**Signal metal coverage by tile**

Scale bar: 50 um. 34 x 34 tiles, from dark blue (low) to red (high), scaled to the fullest tile. Values are wire area over tile area, all layers added.
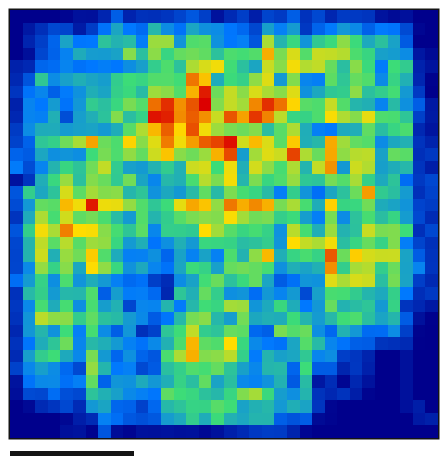
**Congestion heat map**

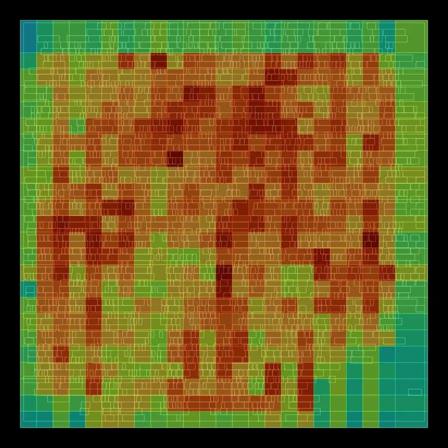
Design risc_v_div_seq, sky130hd; sources not shown.
==> changes_impl.md <==
### Physical design

* RSZ-0062 raised after global routing: no
* Synth Area in Adders at 3.13%
* Crit. path cell count at 14
* Final Cell Area at 19600 um2
* Xor/xnor share at a little over a tenth
* Hold path depth at 2
* FP Rows at 62
* CP Class: in2reg
* Fin cells at 2510
* Routability cong. at 1.01
* Vias in the first global route at 14847
* Antenna Nets Post-Route at 0
* Fp util at 60.8%
* Detailed-route vias per instance at approximately 6.3
* Syn avg cell area at 8.34 um2
* Status: complete, no violations
* Hold slack at slightly below 500 ps
* Post-route worst setup slack at about 1400 ps
* Async SR Flop Fraction at 100%
* Fillcell total at 2300
* Critical path's most frequent cell: buf_4
* I/O Buffers at 104
* Drt initial violations at 1635
* Hold_buf cts at 0
* Routed len/inst at 20.7 um
* Netlist area before placement at 17400 um2
* Final Critical Period at between 5000 and 6000 ps
* Cells after Synth at 2089
* R2r setup slk at roughly 2700 ps
* Crit path cell chain: clkdlybuf4s50_1, inv_1, ha_1, or4b_4, nor3_4, nand4_2, nand4b_4, buf_4, nor2b_4, o21bai_4, buf_4, buf_4, nor2_1, a21oi_1
* DRC viols at 0
* Clock sink total at 268
* Reg2reg path depth at 10
* H-Tree Depth at 1
* Part of the cycle the worst path needs at 78.1%
* Setup TNS at 0 ps
* Clock slew at reported path FFs at 60 ps
* Max-cap violations at 0
* Latency at later pin at 590 ps
* Final tally of hold violations at 0
* WP data required at 7010 ps
* First drt pass iteration count at 6
* Maximum clock frequency at slightly below 0.2 GHz
* Seq share, synth at 38.5%
* Max VDD drop at 0.000273 V
* Synth top cell by count: nand2_1
* Crit path buf inv count at 5
* Mux area share at ~3%
* Antenna cells at 0
* DP Cell Count at 2453
* Number of cells in Yosys stat at 2089
* EDFF count, synth at 0
* Largest area contributor in the netlist: dfrtp_1
* CTS tree: built
* Setup Fix Bufs, Post-CTS at 0
* Die width at about 170 um
* Pin count of the biggest net entering global routing at 162
* Simple-Gate Area Share at 20.7%
## Picture notes: 'signal metal coverage by tile'
6.8% of the tiles are nearly empty. 31% of the tiles are over half the peak. The densest ninth of the die: top centre. The mean over all tiles is 0.30. The emptiest ninth of the die: lower right. The fullest tile reaches 0.78.
final wirelength: 51900 um
vias: 15719

## Picture notes: 'congestion heat map'
GRT Overall Usage: 35.9%
Final Util: 68.4%
busiest layer in global routing: met2

## tightest hold or removal path: cells and delay by family, from the launching register on
kind / cells / cell delay (ps)
and+or+nand+nor: 1 / 50
AOI/OAI and AO/OA: 1 / 60
DFF: 1 / 350
## cells in the final DEF (no fill, tap or decap), types with 7 or more instances in the layout
master / count
o211ai_1: 18
or4_1: 11
clkdlybuf4s50_1: 103
nor2_1: 203
clkbuf_16: 31
nor4_1: 7
or3_1: 15
inv_1: 62
o41ai_1: 13
a21o_1: 8
a211oi_1: 23
nor2b_1: 11
dfrtp_1: 268
ha_1: 42
nand2b_1: 9
o21a_1: 9
buf_4: 22
nand2_1: 368
mux2_2: 21
nand3_1: 25
nand4_1: 32
clkbuf_1: 8
mux2i_1: 28
and2_1: 9
o31ai_1: 29
a21oi_1: 169
clkinv_2: 8
o21ai_0: 122
xor2_1: 90
and3_1: 16
nor3_1: 40
a31oi_1: 47
xnor2_1: 120
## per-layer routing
layer	vias up	global-route usage, %	wire, um
met5	-	0	0
met4	0	14.9	2370
met2	745	55.5	23100
met3	141	8.45	5160
met1	7572	48.3	21300
li1	7261	-	-
## report_power, final
| group | leakage, nW | total, mW | switching [mW] | internal [mW] |
|---|---|---|---|---|
| sequential | 3.33 | 3.28 | 0.825 | 2.45 |
| combinational | 4.47 | 5.13 | 2.95 | 2.18 |
| clock | 0.518 | 1.80 | 0.730 | 1.07 |
| total | 8.31 | 10.2 | 4.51 | 5.69 |
## area by class of cell
class                      count  area [um2]  share of cell area, %
clock inverter                12         150                  0.767
timing repair buffer         130        1290                   6.60
tap                          384         480                   2.45
sequential                   268        6710                   34.3
multi-input combinational   1609        9830                   50.2
clock buffer                  45         888                   4.54
inverter                      62         233                   1.19
## logic make-up (layout without fill, tap and decap cells)
group	after synthesis	in the layout
AND/OR/NAND/NOR	784	784
AND-OR/OR-AND	522	522
flip-flops	268	268
buffers and inverters	212	249
XOR/XNOR	210	210
multiplexers	50	50
adder cells (fa/ha/maj)	43	43
Power and IR drop assume default switching activity.
